`config.mk`:
```
export PLATFORM = sky130hd
export DESIGN_NAME = hazard_unit
export DESIGN_NICKNAME = d
export VERILOG_FILES = /design/src/rtl/hazard_unit.sv
export SDC_FILE = /design/constraint.sdc
export NUM_CORES = 1
export LEC_CHECK = 0
export CORE_ASPECT_RATIO = 1.2
export CORE_MARGIN = 2
export CORE_UTILIZATION = 38
export DETAILED_ROUTE_END_ITERATION = 12
export GPL_TIMING_DRIVEN = 0
export PLACE_DENSITY = 0.93
export SLEW_MARGIN = 5
export SYNTH_ARGS = -nofsm -noshare
export SYNTH_HDL_FRONTEND = slang
export SYNTH_SLANG_ARGS = --single-unit
```
`constraint.sdc`:
```
create_clock -name clk -period 4.7 [get_ports clk]
set_clock_uncertainty 0.1 [all_clocks]
set_input_delay 0.94 -clock clk [delete_from_list [all_inputs] [get_ports clk]]
set_output_delay 0.94 -clock clk [all_outputs]
set_load 0.03 [all_outputs]
```
`src/rtl/hazard_unit.sv`:
```
// Pipeline hazard unit: load-use and multi-cycle EX bubbles, taken-branch flush, zero-latency control mux.
// Define HAZARD_PERF_CNT_EN to build the saturating stall-cycle counter; otherwise stall_cnt_o is tied to 0.

package hazard_pkg;
    typedef struct packed {
        logic       reg_write;
        logic       mem_read;
        logic       mem_write;
        logic       mem_to_reg;
        logic       alu_src;
        logic       branch;
        logic       jump;
        logic [3:0] alu_op;
    } controls_s;
endpackage

module hazard_unit
    import hazard_pkg::*;
#(
    parameter int REG_ADDR_W = 5,
    parameter int MULTI_LAT  = 4
) (
    input  logic                  clk,
    input  logic                  reset,
    input  controls_s             dec_ctrl_i,
    input  logic                  dec_valid_i,
    input  logic [REG_ADDR_W-1:0] dec_rs_i,
    input  logic [REG_ADDR_W-1:0] dec_rt_i,
    input  logic                  dec_rs_used_i,
    input  logic                  dec_rt_used_i,
    input  logic [REG_ADDR_W-1:0] dec_rd_i,
    input  logic                  dec_is_load_i,
    input  logic                  dec_multi_i,
    input  logic                  branch_taken_i,
    output controls_s             ctrl_o,
    output logic                  pc_en_o,
    output logic                  if_id_en_o,
    output logic                  if_id_flush_o,
    output logic [15:0]           stall_cnt_o
);

    typedef enum logic {RUN, MULTI} state_e;

    localparam logic [3:0] MCNT_INIT = 4'(MULTI_LAT - 1);

    state_e                state_q, state_d;
    logic [3:0]            mcnt_q, mcnt_d;
    logic                  ld_v_q, ld_v_d;
    logic [REG_ADDR_W-1:0] ld_rd_q, ld_rd_d;
    logic                  load_use;
    logic                  issue_vld;

    // Register 0 is hardwired, so a load to it never creates a dependency.
    always_comb begin
        load_use = ld_v_q && (ld_rd_q != '0) && dec_valid_i &&
                   ((dec_rs_used_i && (dec_rs_i == ld_rd_q)) ||
                    (dec_rt_used_i && (dec_rt_i == ld_rd_q)));
    end

    always_comb begin
        ctrl_o        = '0;
        pc_en_o       = 1'b0;
        if_id_en_o    = 1'b0;
        if_id_flush_o = 1'b0;
        issue_vld     = 1'b0;
        if (reset) begin
            if_id_flush_o = 1'b1;
        end else if (branch_taken_i) begin
            pc_en_o       = 1'b1;
            if_id_en_o    = 1'b1;
            if_id_flush_o = 1'b1;
        end else if (state_q == MULTI || load_use) begin
            pc_en_o       = 1'b0;
            if_id_en_o    = 1'b0;
        end else begin
            ctrl_o        = dec_valid_i ? dec_ctrl_i : '0;
            pc_en_o       = 1'b1;
            if_id_en_o    = 1'b1;
            issue_vld     = dec_valid_i;
        end
    end

    always_comb begin
        state_d = state_q;
        mcnt_d  = mcnt_q;
        ld_v_d  = 1'b0;
        ld_rd_d = ld_rd_q;
        if (reset) begin
            state_d = RUN;
            mcnt_d  = '0;
            ld_rd_d = '0;
        end else if (branch_taken_i) begin
            state_d = RUN;
            mcnt_d  = '0;
            ld_rd_d = '0;
        end else if (state_q == MULTI) begin
            mcnt_d = mcnt_q - 4'd1;
            if (mcnt_q == 4'd1) begin
                state_d = RUN;
            end
        end else if (issue_vld) begin
            ld_v_d  = dec_is_load_i;
            ld_rd_d = dec_rd_i;
            if (dec_multi_i) begin
                state_d = MULTI;
                mcnt_d  = MCNT_INIT;
            end
        end
    end

    always_ff @(posedge clk) begin
        if (reset) begin
            state_q <= RUN;
            mcnt_q  <= '0;
            ld_v_q  <= 1'b0;
            ld_rd_q <= '0;
        end else begin
            state_q <= state_d;
            mcnt_q  <= mcnt_d;
            ld_v_q  <= ld_v_d;
            ld_rd_q <= ld_rd_d;
        end
    end

`ifdef HAZARD_PERF_CNT_EN
    logic [15:0] stall_cnt_q, stall_cnt_d;
    logic        stall_bubble;

    // Flush cycles are not stalls: the front end still advances.
    always_comb begin
        stall_bubble = !reset && !branch_taken_i && ((state_q == MULTI) || load_use);
        stall_cnt_d  = stall_cnt_q;
        if (stall_bubble && (stall_cnt_q != 16'hFFFF)) begin
            stall_cnt_d = stall_cnt_q + 16'd1;
        end
    end

    always_ff @(posedge clk) begin
        if (reset) begin
            stall_cnt_q <= '0;
        end else begin
            stall_cnt_q <= stall_cnt_d;
        end
    end

    assign stall_cnt_o = stall_cnt_q;
`else
    assign stall_cnt_o = 16'd0;
`endif

endmodule
```
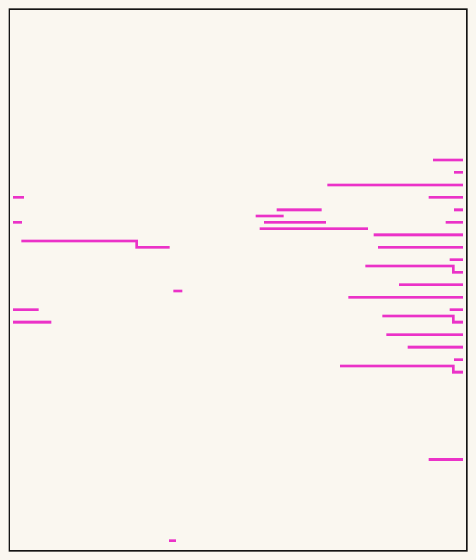
Figure 1: run 1, the metal 3 layer.
The wires run mostly horizontal. The longest straight run is 14.5 µm. The layer holds 6.1% of the routed length. 28 nets have wire on it. The layer carries 166 µm of wire.

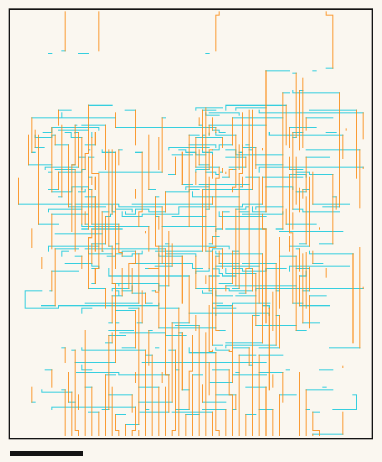
Figure 2: run 1, signal wires by layer.
Scale bar: 10 µm. Two of the layers only.
M1: shown in cyan, wire length 1080 µm. M2: shown in orange, wire length 1460 µm.
detailed-route wire length per cell: 13.07 µm
total number of vias: 1017
Total Routing Usage GR: 0.2061

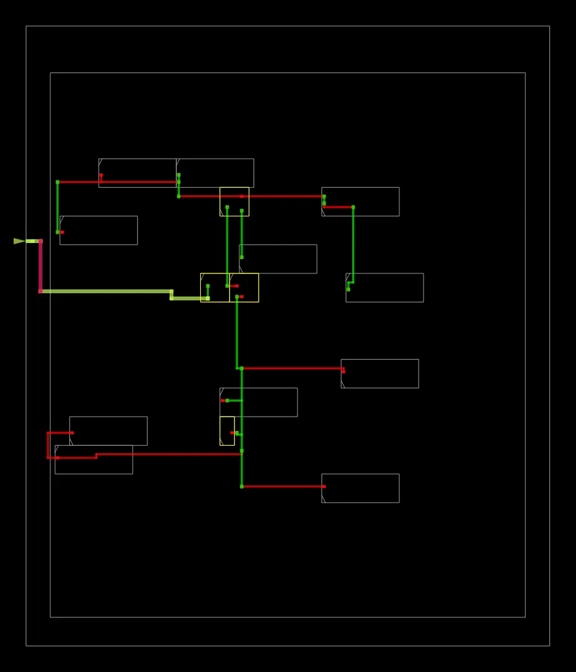
Figure 3: run 1, clock routing.
CTS Buf Count: 3
Clock Buffer Count: 4
clk_lat worst skew: 0.26 ns
CTS sink cnt: 11

==> reports/README.md, run 1 <==
| Result | This run | Unit |
| --- | --- | --- |
| Number of flip-flops and latches | 11 | - |
| Post-synthesis share of cell area spent on and-or and or-and gates | 0.2024 | - |
| Weighted congestion reported at the end of routability-driven placement | 0.8425 | - |
| Sequential portion of the cell area | 0.1426 | - |
| Biggest area consumer among synthesized cells | dfxtp_1 | - |
| TritonCTS clock tree | done | - |
| Average cell area after synthesis | 8.426 | µm² |
| Portion of netlist area occupied by mux cells | 0 | - |
| Combinational Power Share | 0.393 | - |
| Reg2Reg Depth | 7 | - |
| Final TNS setup | 0 | ns |
| FF-to-FF Start | ld_rd_q[3] | - |
| Non-clock buffer count | 70 | - |
| Power Dens Cells | 179.8 | nW/µm² |
| Cell with the most instances on the worst path | clkdlybuf4s50_1 | - |
| Cells along the critical path | clkdlybuf4s50_1 > nor2_2 > inv_2 > nor3_2 > clkbuf_1 > and3_1 > clkdlybuf4s50_1 | - |
| Commonest flop | dfxtp_1 | - |
| Signal buffers share of area | 0.4141 | - |
| Violation count after the first detailed-route iteration | 16 | - |
| CP Launch Type | primary input | - |
| Final count of pins violating max slew | 0 | - |
| Sequential cell fraction of total power | 0.377 | - |
| Hold path cells | 1 | - |
| Required time at the endpoint of the critical path | 3.66 | ns |
| HPWL after detailed placement | 2244 | µm |
| Detailed-router iteration count before antenna repair | 4 | - |
| Remaining Overflow, GRT | 0 | - |
| Switching fraction of total power | 0.3280 | - |
| Result of the run | finished clean | - |
| Slowest cell on the critical path | clkdlybuf4s50_1 | - |
| Simple-gate portion of the synthesized area | 0.2194 | - |
| Top area cells in the synthesized netlist | dfxtp_1, buf_4, and3_1, xor2_1, a32oi_1 | - |
| Number of logic stages on the critical path including buffering | 7 | - |
| Net switching power | 91.03 | µW |
| Number of non-clock inverters | 5 | - |
| Post-place instance area | 1518 | µm² |
| Maximum clock path buffer count | 2 | - |
| Count of library flops with an enable pin | 0 | - |
| Max-cap violations | 0 | - |
| Worst setup path category | in -> out | - |
| Cell Area, Synth | 952.2 | µm² |
| Category of the worst setup path capture point | primary output | - |
| Area inside the core boundary | 2330 | µm² |
| Sequential cell area in the final layout | 220.2 | µm² |
| Post-layout min period | 4.479 | ns |
| Area fraction of the dominant cell type after synthesis | 0.2313 | - |
| Combinational logic power | 109 | µW |
| I/O pin cnt | 64 | - |
| Initial core utilization | 0.4087 | - |
| Horizontal die size | 49.70 | µm |
| Final setup violation count | 0 | - |
| Finished Cell Area | 1544 | µm² |
| Leading cell kind | non-clock buffers | - |
| Cell count listed in synth_stat.txt | 113 | - |
| Tapcell Cnt | 31 | - |
| Yosys synthesis chip area | 952.2 | µm² |
| Termination of the worst setup path | ctrl_o[7] | - |
| First-pass GRT wire length | 4809 | µm |
| Post-Route Hold Slack | 0.4084 | ns |
| Multi-input gate share of total cell area | 0.3890 | - |
| Clock group share of total power | 0.229 | - |
| Total number of placement rows | 19 | - |
| Most common cell in the synthesized netlist | buf_4 | - |
| #MultiIn Comb | 89 | - |
| Tally of nets with antenna violations remaining after routing | 0 | - |
| Via count of the first global-routing pass | 995 | - |
| Largest power group | combinational cells | - |
| Final total power | 277.6 | µW |
| Count of warning messages emitted by the tools | 27 | - |
| # H-tree levels | 1 | - |
| Proportion of synthesized flip-flops having asynchronous set or reset | 0 | - |
| Number of port buffers | 47 | - |
| Leak Pwr | 0.0006592 | µW |
| Number of standard cells after synthesis | 113 | - |
| Number of synthesized register bits | 11 | - |
| Number of gates resized after CTS | 0 | - |
| Detailed-route vias per instance | 4.843 | - |
| Pin count of the biggest net entering global routing | 11 | - |
| Power drawn by the clock network | 63.7 | µW |
| Crit path from | branch_taken_i | - |
| Fin. Hold Viols | 0 | - |
| Commonest Layout Cell | clkdlybuf4s50_1 | - |
| Arr. time, crit path | 3.44 | ns |
| Number of buffers added to fix hold violations after cts | 0 | - |
| Sequential fraction of the synthesis area | 0.2313 | - |
| Peak supply drop | 0.1649 | mV |
| RSZ-0062 raised after global routing | false | - |
| Top non-seq family | simple AND/OR/NAND/NOR gates | - |
==> run 1: registers in the layout (all words and copies together) (netlist names) <==
register,count
ld_rd_q,5
mcnt_q,4
state_q,1
ld_v_q,1
==> run 1: layer usage <==
| layer | vias up | track usage | share of wire |
|---|---|---|---|
| li1 | 512 | - | - |
| met4 | 0 | 0.06746 | 0.011 |
| met5 | - | 0 | 0 |
| met1 | 468 | 0.2445 | 0.39 |
| met3 | 4 | 0.04061 | 0.060 |
| met2 | 33 | 0.3714 | 0.53 |
==> run 1: through the flow <==
step / std cells / utilization
finish: 210 / 0.6627
global route: 210 / 0.6627
CTS: 210 / 0.6627
global placement: 206 / 0.6515
detailed placement: 206 / 0.6515
floorplan: 128 / -
Figure 4. Signal wires on met2 (run 1).
Scale bar: 10 µm.
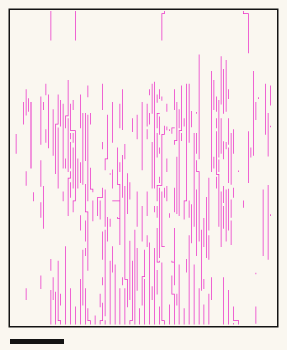

==> run 2: changes to the inputs <==
--- a/config.mk
+++ b/config.mk
@@ -6,7 +6,7 @@
 export NUM_CORES = 1
 export LEC_CHECK = 0
 export CORE_ASPECT_RATIO = 1.2
-export CORE_MARGIN = 2
+export CORE_MARGIN = 3
 export CORE_UTILIZATION = 38
 export DETAILED_ROUTE_END_ITERATION = 12
 export GPL_TIMING_DRIVEN = 0
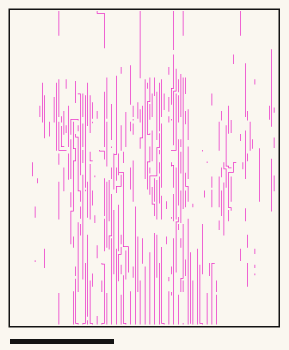
Figure 5: run 2, signal wires on met2.
Scale bar: 20 µm.
The layer carries 1460 µm of wire. The layer holds 52% of the routed length.
total number of vias: 1025
global routing usage on met2: 0.3345
overall routed net length: 2809 µm

==> reports/README.md, run 2 <==
| Result | This run | Unit | vs previous |
| --- | --- | --- | --- |
| Category of the worst setup path capture point | primary output | - | unchanged |
| Remaining Overflow, GRT | 0 | - | unchanged |
| Violation count after the first detailed-route iteration | 25 | - | was 16 |
| Detailed-router iteration count before antenna repair | 4 | - | unchanged |
| Max FFs per register | 5 | - | unchanged |
| Max-cap violations | 0 | - | unchanged |
| Fin. Hold Viols | 0 | - | unchanged |
| HPWL after detailed placement | 2310 | µm | was 2244 µm |
| RSZ-0062 raised after global routing | false | - | unchanged |
| Number of port buffers | 47 | - | unchanged |
| Area fraction of the dominant cell type after synthesis | 0.2313 | - | unchanged |
| Result of the run | finished clean | - | unchanged |
| First-pass GRT wire length | 4422 | µm | was 4809 µm |
| Hold path cells | 1 | - | unchanged |
| Final cell utilization of the core | 0.6627 | - | unchanged |
| Slowest cell on the critical path | clkdlybuf4s50_1 | - | unchanged |
| I/O pin cnt | 64 | - | unchanged |
| Number of flip-flops and latches | 11 | - | unchanged |
| Average cell area after synthesis | 8.426 | µm² | unchanged |
| Worst setup path category | in -> out | - | unchanged |
| Post-layout min period | 4.508 | ns | was 4.479 ns |
| Commonest Layout Cell | clkdlybuf4s50_1 | - | unchanged |
| Final setup violation count | 0 | - | unchanged |
| Number of gates resized after CTS | 0 | - | unchanged |
| Arr. time, crit path | 3.47 | ns | was 3.44 ns |
| Crit path from | branch_taken_i | - | unchanged |
| Top area cells in the synthesized netlist | dfxtp_1, buf_4, and3_1, xor2_1, a32oi_1 | - | unchanged |
| Horizontal die size | 51.70 | µm | was 49.70 µm |
| Yosys synthesis chip area | 952.2 | µm² | unchanged |
| Number of non-clock inverters | 5 | - | unchanged |
| CTS sink cnt | 11 | - | unchanged |
| Peak supply drop | 0.1221 | mV | was 0.1649 mV |
| Number of synthesized register bits | 11 | - | unchanged |
| Biggest area consumer among synthesized cells | dfxtp_1 | - | unchanged |
| Weighted congestion reported at the end of routability-driven placement | 0.8440 | - | was 0.8425 |
| Clock group share of total power | 0.238 | - | was 0.229 |
| Combinational Power Share | 0.389 | - | was 0.393 |
| Leading cell kind | non-clock buffers | - | unchanged |
| Post-Route Hold Slack | 0.4154 | ns | was 0.4084 ns |
| Timing-limited maximum frequency | 221.8 | MHz | was 223.3 MHz |
| Routed metal-1 wire length | 1078 | µm | was 1083 µm |
| Combinational logic power | 109 | µW | about the same |
| Sequential cell fraction of total power | 0.373 | - | was 0.377 |
| Maximum clock path buffer count | 2 | - | unchanged |
| Clk_lat worst skew | 0.27 | ns | was 0.26 ns |
| Final TNS setup | 0 | ns | unchanged |
| Register containing the most flip-flops in the final layout | ld_rd_q | - | unchanged |
| Switching fraction of total power | 0.3346 | - | was 0.3280 |
| Tapcell Cnt | 31 | - | unchanged |
| Power drawn by the clock network | 66.9 | µW | was 63.7 µW |
| Initial core utilization | 0.4087 | - | unchanged |
| Cell with the most instances on the worst path | clkdlybuf4s50_1 | - | unchanged |
| Signal buffers share of area | 0.4141 | - | unchanged |
| Proportion of synthesized flip-flops having asynchronous set or reset | 0 | - | unchanged |
| Cells along the critical path | clkdlybuf4s50_1 > nor2_2 > inv_2 > nor3_2 > clkbuf_1 > and3_1 > clkdlybuf4s50_1 | - | unchanged |
| Commonest flop | dfxtp_1 | - | unchanged |
| CP Launch Type | primary input | - | unchanged |
| Via count of the first global-routing pass | 988 | - | was 995 |
| Power Dens Cells | 181.8 | nW/µm² | was 179.8 nW/µm² |
| Pin count of the biggest net entering global routing | 11 | - | unchanged |
| Count of library flops with an enable pin | 0 | - | unchanged |
| Count of warning messages emitted by the tools | 27 | - | unchanged |
| Net switching power | 93.93 | µW | was 91.03 µW |
| Total number of placement rows | 19 | - | unchanged |
| # H-tree levels | 1 | - | unchanged |
| Sequential fraction of the synthesis area | 0.2313 | - | unchanged |
| Largest power group | combinational cells | - | unchanged |
| Tally of nets with antenna violations remaining after routing | 0 | - | unchanged |
| Detailed-route vias per instance | 4.881 | - | was 4.843 |
| Sequential cell area in the final layout | 220.2 | µm² | unchanged |
| Biggest regs | ld_rd_q (5), mcnt_q (4) | - | unchanged |
| Number of standard cells after synthesis | 113 | - | unchanged |
| Required time at the endpoint of the critical path | 3.66 | ns | about the same |
| Number of buffers added to fix hold violations after cts | 0 | - | unchanged |
| Area inside the core boundary | 2330 | µm² | unchanged |
| CTS Buf Count | 3 | - | unchanged |
| Detailed-route wire length per cell | 13.38 | µm | was 13.07 µm |
| Total Routing Usage GR | 0.1846 | - | was 0.2061 |
| TritonCTS clock tree | done | - | unchanged |
| FF-to-FF Start | ld_rd_q[3] | - | unchanged |
| Multi-input gate share of total cell area | 0.3890 | - | unchanged |
| #MultiIn Comb | 89 | - | unchanged |
| Reg2Reg Depth | 7 | - | unchanged |
| Most common cell in the synthesized netlist | buf_4 | - | unchanged |
| Wire length on met2 | 1463 | µm | was 1462 µm |
| Leak Pwr | 0.0006592 | µW | unchanged |
| Cell count listed in synth_stat.txt | 113 | - | unchanged |
| Sequential portion of the cell area | 0.1426 | - | unchanged |
| Final count of pins violating max slew | 0 | - | unchanged |
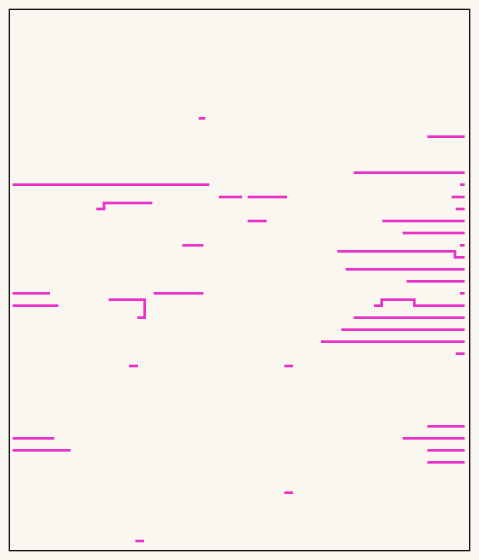
Figure 6: run 2, the metal 3 layer.
The layer carries 213 µm of wire. The longest straight run is 21.8 µm. The layer holds 7.6% of the routed length.
global routing usage on met3: 0.04177

==> run 2: cell counts after synthesis <==
Identical to the previous run, type by type.
==> run 2: stage by stage <==
stage	std cells	area [µm²]	total power, µW	worst slack (ns)
after global placement	206	1518	211.4	0.3346
after global routing	210	1544	297.5	0.008916
after detailed placement	206	1518	214.8	0.2227
after CTS	210	1544	280.3	0.2128
after floorplan	128	1008	170.2	1.253
final	210	1544	280.8	0.1917
==> run 2: cell families after synthesis <==
kind of cell / count (synthesis) / synth area share
buf+inv: 28 / 0.1971
compound gates: 22 / 0.2024
fa+ha+maj: 2 / 0.02628
other cells: 1 / 0.003938
flops: 11 / 0.2313
xor+xnor: 13 / 0.1196
simple gates: 36 / 0.2195
==> run 2: critical path, delay by kind of cell <==
kind,cells,cell delay [ns]
and+or+nand+nor,3,0.89
buffers and inverters,4,1.62
Power is estimated from default activity; no workload was simulated.
